[config.mk]
export PLATFORM = sky130hd
export DESIGN_NAME = mdac_mix_seq_flat
export DESIGN_NICKNAME = d
export VERILOG_FILES = /design/src/rtl/mdac_mix_seq_if.sv /design/src/rtl/mdac_mix_seq.sv /design/src/flat_wrapper.sv
export SDC_FILE = /design/constraint.sdc
export NUM_CORES = 1
export LEC_CHECK = 0
export ABC_AREA = 1
export CAP_MARGIN = 0
export CORE_MARGIN = 3
export CORE_UTILIZATION = 55
export CTS_BUF_LIST = sky130_fd_sc_hd__clkbuf_4
export CTS_CLUSTER_SIZE = 14
export DETAILED_ROUTE_END_ITERATION = 16
export GPL_TIMING_DRIVEN = 0
export HOLD_SLACK_MARGIN = 0.06
export PLACE_DENSITY_LB_ADDON = 0.15
export SLEW_MARGIN = 15
export SYNTH_ARGS = -nofsm -noshare
export SYNTH_HDL_FRONTEND = slang
export SYNTH_SLANG_ARGS = --single-unit
[constraint.sdc]
create_clock -name clk -period 6.4 [get_ports clk]
set_input_delay 1.28 -clock clk [delete_from_list [all_inputs] [get_ports clk]]
set_output_delay 1.28 -clock clk [all_outputs]
set_load 0.01 [all_outputs]
[src/rtl/mdac_mix_seq_if.sv]
// Handshake/data bundle for the time-multiplexed gain mixer.
// Master drives start, samples, gains and mutes; slave returns busy/valid and the mixed result.
interface mdac_mix_seq_if #(
  parameter int unsigned CHANNELS = 3,
  parameter int unsigned SIG_W    = 16,
  parameter int unsigned GAIN_W   = 8,
  parameter int unsigned OUT_W    = 16
);
  logic                       iStart;
  logic [CHANNELS*SIG_W-1:0]  iSignals;
  logic [CHANNELS*GAIN_W-1:0] iGains;
  logic [CHANNELS-1:0]        iMute;
  logic                       oBusy;
  logic                       oValid;
  logic [OUT_W-1:0]           oOut;
  logic                       oClip;

  modport master (
    output iStart, iSignals, iGains, iMute,
    input  oBusy, oValid, oOut, oClip
  );

  modport slave (
    input  iStart, iSignals, iGains, iMute,
    output oBusy, oValid, oOut, oClip
  );
endinterface

[src/rtl/mdac_mix_seq.sv]
// Shared-MAC mixer: scales each snapshotted channel by its gain, one product per cycle,
// accumulates, then rounds, shifts and saturates into a single signed output sample.
module mdac_mix_seq #(
  parameter int unsigned CHANNELS = 3,
  parameter int unsigned SIG_W    = 16,
  parameter int unsigned GAIN_W   = 8,
  parameter int unsigned SHIFT    = 8,
  parameter int unsigned OUT_W    = 16,
  parameter int unsigned ROUND    = 1
) (
  input logic           clk,
  input logic           rst_n,
  mdac_mix_seq_if.slave bus
);

  localparam int unsigned PROD_W  = SIG_W + GAIN_W + 1;
  localparam int unsigned ACC_W   = PROD_W + $clog2(CHANNELS);
  localparam int unsigned IDX_W   = (CHANNELS > 1) ? $clog2(CHANNELS) : 1;
  localparam int unsigned SUM_W   = ACC_W + 1;
  localparam int unsigned CMP_W   = ((SUM_W > OUT_W) ? SUM_W : OUT_W) + 1;
  localparam int unsigned RND_POS = (SHIFT > 0) ? SHIFT - 1 : 0;

  localparam logic [SUM_W-1:0] RND_ADD =
      (ROUND != 0 && SHIFT > 0) ? (SUM_W'(1) << RND_POS) : '0;
  localparam logic signed [CMP_W-1:0] OUT_MAX = CMP_W'({(OUT_W - 1){1'b1}});
  localparam logic signed [CMP_W-1:0] OUT_MIN = ~OUT_MAX;
  localparam logic [IDX_W-1:0]        IDX_LAST = IDX_W'(CHANNELS - 1);

  typedef enum logic [1:0] {StIdle, StMul, StDrain, StOut} state_e;

  state_e                     state_q;
  logic signed [SIG_W-1:0]    sig_q  [CHANNELS];
  logic        [GAIN_W-1:0]   gain_q [CHANNELS];
  logic        [CHANNELS-1:0] mute_q;
  logic        [IDX_W-1:0]    idx_q;
  logic signed [PROD_W-1:0]   prod_q;
  logic signed [ACC_W-1:0]    acc_q;
  logic                       busy_q;
  logic                       valid_q;
  logic        [OUT_W-1:0]    out_q;
  logic                       clip_q;

  logic signed [PROD_W-1:0] sig_ext, gain_ext, prod_d;
  logic signed [SUM_W-1:0]  sum, shifted;
  logic signed [CMP_W-1:0]  ext;
  logic        [OUT_W-1:0]  sat_out;
  logic                     sat_clip;

  // Gain is zero-extended so the signed multiply treats it as unsigned.
  always_comb begin
    sig_ext  = {{(GAIN_W + 1){sig_q[idx_q][SIG_W-1]}}, sig_q[idx_q]};
    gain_ext = {{(SIG_W + 1){1'b0}}, gain_q[idx_q]};
    prod_d   = mute_q[idx_q] ? '0 : sig_ext * gain_ext;
  end

  always_comb begin
    sum      = $signed(SUM_W'(acc_q)) + $signed(RND_ADD);
    shifted  = sum >>> SHIFT;
    ext      = CMP_W'(shifted);
    sat_out  = ext[OUT_W-1:0];
    sat_clip = 1'b0;
    if (ext > OUT_MAX) begin
      sat_out  = OUT_MAX[OUT_W-1:0];
      sat_clip = 1'b1;
    end else if (ext < OUT_MIN) begin
      sat_out  = OUT_MIN[OUT_W-1:0];
      sat_clip = 1'b1;
    end
  end

  always_ff @(posedge clk or negedge rst_n) begin
    if (!rst_n) begin
      state_q <= StIdle;
      for (int k = 0; k < int'(CHANNELS); k++) begin
        sig_q[k]  <= '0;
        gain_q[k] <= '0;
      end
      mute_q  <= '0;
      idx_q   <= '0;
      prod_q  <= '0;
      acc_q   <= '0;
      busy_q  <= 1'b0;
      valid_q <= 1'b0;
      out_q   <= '0;
      clip_q  <= 1'b0;
    end else begin
      valid_q <= 1'b0;
      unique case (state_q)
        StIdle: begin
          if (bus.iStart) begin
            for (int k = 0; k < int'(CHANNELS); k++) begin
              sig_q[k]  <= bus.iSignals[k*SIG_W +: SIG_W];
              gain_q[k] <= bus.iGains[k*GAIN_W +: GAIN_W];
            end
            mute_q  <= bus.iMute;
            idx_q   <= '0;
            acc_q   <= '0;
            busy_q  <= 1'b1;
            state_q <= StMul;
          end
        end
        StMul: begin
          prod_q <= prod_d;
          // The product register lags one cycle, so nothing is valid on the first issue.
          if (idx_q != '0) acc_q <= acc_q + ACC_W'(prod_q);
          idx_q <= idx_q + IDX_W'(1);
          if (idx_q == IDX_LAST) state_q <= StDrain;
        end
        StDrain: begin
          acc_q   <= acc_q + ACC_W'(prod_q);
          state_q <= StOut;
        end
        StOut: begin
          out_q   <= sat_out;
          clip_q  <= sat_clip;
          valid_q <= 1'b1;
          busy_q  <= 1'b0;
          state_q <= StIdle;
        end
        default: state_q <= StIdle;
      endcase
    end
  end

  assign bus.oBusy  = busy_q;
  assign bus.oValid = valid_q;
  assign bus.oOut   = out_q;
  assign bus.oClip  = clip_q;

endmodule

[src/flat_wrapper.sv]
// flat-port wrapper written by rule: the top's interface ports become plain ports
module mdac_mix_seq_flat 
#(
  parameter int unsigned CHANNELS = 3,
  parameter int unsigned SIG_W    = 16,
  parameter int unsigned GAIN_W   = 8,
  parameter int unsigned SHIFT    = 8,
  parameter int unsigned OUT_W    = 16,
  parameter int unsigned ROUND    = 1
)
  (clk, rst_n, bus_iStart, bus_iSignals, bus_iGains, bus_iMute, bus_oBusy, bus_oValid, bus_oOut, bus_oClip);
  mdac_mix_seq_if #(.CHANNELS(CHANNELS), .SIG_W(SIG_W), .GAIN_W(GAIN_W), .OUT_W(OUT_W)) bus_i ();
  input logic clk;
  input logic rst_n;
  input wire logic [$bits(bus_i.iStart)-1:0] bus_iStart;
  input wire logic [$bits(bus_i.iSignals)-1:0] bus_iSignals;
  input wire logic [$bits(bus_i.iGains)-1:0] bus_iGains;
  input wire logic [$bits(bus_i.iMute)-1:0] bus_iMute;
  output wire logic [$bits(bus_i.oBusy)-1:0] bus_oBusy;
  output wire logic [$bits(bus_i.oValid)-1:0] bus_oValid;
  output wire logic [$bits(bus_i.oOut)-1:0] bus_oOut;
  output wire logic [$bits(bus_i.oClip)-1:0] bus_oClip;
  assign bus_i.iStart = bus_iStart;
  assign bus_i.iSignals = bus_iSignals;
  assign bus_i.iGains = bus_iGains;
  assign bus_i.iMute = bus_iMute;
  assign bus_oBusy = bus_i.oBusy;
  assign bus_oValid = bus_i.oValid;
  assign bus_oOut = bus_i.oOut;
  assign bus_oClip = bus_i.oClip;
  mdac_mix_seq #(.CHANNELS(CHANNELS), .SIG_W(SIG_W), .GAIN_W(GAIN_W), .SHIFT(SHIFT), .OUT_W(OUT_W), .ROUND(ROUND)) u_core (.clk(clk), .rst_n(rst_n), .bus(bus_i));
endmodule
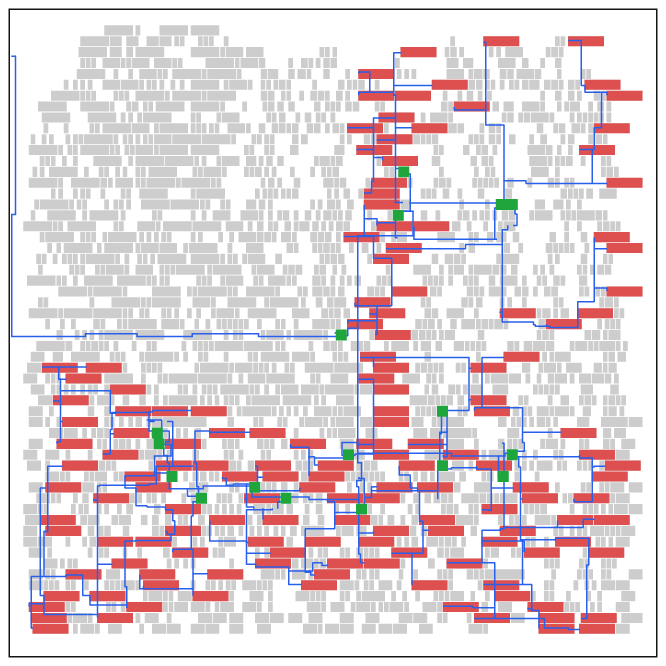
Figure 1: clock wires, drivers and flops.
Scale: 4 px per um.
[clock-net drivers] green | count: 17
[clock wires] blue | length: 2170 um
[flip-flops] red | count: 150
routed clock nets	18
flops lie	spread over the die

==> impl_metrics.env <==
# implementation run metrics
export IMPL_r2r_slack_ns=0.42
export IMPL_yosys_warnings=0
export IMPL_max_slew_margin_rel_pct=30.43
export IMPL_grt_start_max_net_pins=83
export IMPL_grt_overflow_total=0
export IMPL_core_area_sq_mm=0.02361
export IMPL_post_route_period_util_pct=93.38
export IMPL_antenna_found_initial=1
export IMPL_fp_util_pct=56.32
export IMPL_track_usage_pct=28.12
export IMPL_die_h_um=161.5
export IMPL_drtIter0Drc=802
export IMPL_dr_pass1_iters=5
export IMPL_clkLatencyLatePin_ns=0.56
export IMPL_grt_pass1_wl_mm=58.92
export IMPL_max_slew_worst_pin_slew_ns=1.037
export IMPL_crit_buf_inv=6
export IMPL_status="completed"
export IMPL_maxCapViolCount=0
export IMPL_crit_path_max_incr_delay_ns=0.67
export IMPL_syn_avg_cell_area_sq_um=7.169
export IMPL_crit_family="adder cells"
export IMPL_fmax_mhz=167.3
export IMPL_critPathCapture="u_core.prod_q[23]$_DFFE_PN0P_"
export IMPL_cts_sinks=150
export IMPL_topCellsByArea="dfrtp_1, nand2_1, fa_1"
export IMPL_clk_path_buf_depth=2
export IMPL_cp_startpoint="u_core.idx_q[1]$_DFFE_PN0P_"
export IMPL_grt_pass1_vias=11920
export IMPL_yosysSeqAreaShare_pct=28.22
export IMPL_wl_per_cell_um=15.38
export IMPL_htree_levels=4
export IMPL_ys_ff=150
export IMPL_r2r_start="u_core.idx_q[1]$_DFFE_PN0P_"
export IMPL_syn_to_final_growth_pct=12.95
export IMPL_yosysCellCount=1855
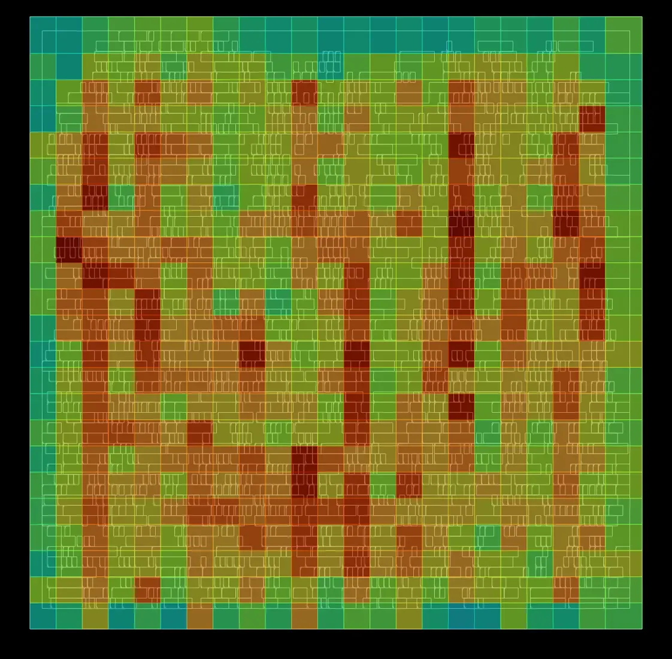
Figure 2: congestion heat map.
grt met1 use: 37.01%
met2 GRT Util: 48.43%

## through the flow
stage	instances	utilization [%]	area (sq um)	setup TNS, ns
after CTS	2303	63.33	14950	0
after global placement	2270	62.08	14660	-318.51
after detailed placement	2271	62.22	14690	0
after global routing	2306	63.61	15020	0
final	2306	63.61	15020	0
after floorplan	1855	-	13300	0
## cell usage in the layout (no fill, tap or decap), types with 3 or more instances in the layout
| cell type | n |
|---|---|
| o21ai_2 | 10 |
| xnor2_1 | 7 |
| clkinvlp_4 | 3 |
| buf_2 | 12 |
| a21boi_0 | 3 |
| nand4_1 | 16 |
| clkbuf_1 | 27 |
| nor3_1 | 12 |
| inv_2 | 4 |
| clkinv_1 | 3 |
| ha_1 | 83 |
| clkbuf_4 | 19 |
| o21ai_1 | 13 |
| nand3b_1 | 4 |
| dfrtp_1 | 150 |
| o21bai_1 | 4 |
| o22ai_1 | 3 |
| nor2_1 | 108 |
| fa_1 | 103 |
| a22o_1 | 7 |
| o21ai_0 | 93 |
| nand2_1 | 680 |
| inv_1 | 317 |
| clkdlybuf4s50_1 | 95 |
| nand2_2 | 7 |
| a32o_1 | 3 |
| a21oi_1 | 64 |
| nand3_1 | 78 |
| inv_6 | 6 |
| xor2_1 | 14 |
| buf_1 | 6 |
| buf_4 | 4 |
| o21a_1 | 4 |
## registers in the layout, summed over array words and instances, names as in the netlist
signal and flops:
u_core.bus.oValid 1, u_core.state_q 2, u_core.sig_q 48, u_core.acc_q 27, u_core.bus.oBusy 1, u_core.mute_q 3
u_core.idx_q 2, u_core.bus.oClip 1, u_core.bus.oOut 16, u_core.gain_q 24, u_core.prod_q 25
## layer usage
layer / part of all wire (%) / wire length (um) / vias up / track usage [%]
met5: 0 / 0 / - / 0
li1: - / - / 5930 / -
met2: 49 / 17400 / 360 / 48.43
met3: 5.7 / 2039 / 52 / 4.309
met4: 2.4 / 840 / 0 / 8.135
met1: 43 / 15190 / 5685 / 37.01
## final cells by class
class / instances / area share, %
diodes: 1 / 0.01666
plain buffers: 50 / 1.508
clock buffers: 19 / 0.9496
clock inverters: 13 / 0.7913
inverters: 323 / 8.072
multi-input cells: 1332 / 54.30
flip-flops and latches: 150 / 24.99
well taps: 319 / 2.657
repair buffers: 99 / 6.714
## kinds of logic after synthesis
group                    after synthesis  synth area share [%]
AND-OR/OR-AND                        212                 8.853
buffers and inverters                373                 10.81
XOR/XNOR                              21                 1.383
adder cells (fa/ha/maj)              186                 23.31
flip-flops                           150                 28.22
AND/OR/NAND/NOR                      913                 27.42
## worst min-delay path, cell delays in order, from the launching register on
cell	delay [ns]
dfrtp_1	0.35
nand2_1	0.05
nand2_1	0.06
## what timing repair did
action	in CTS	in global routing
resized	0	13
setup buffers	0	2
endpoints found under the setup margin	0	8
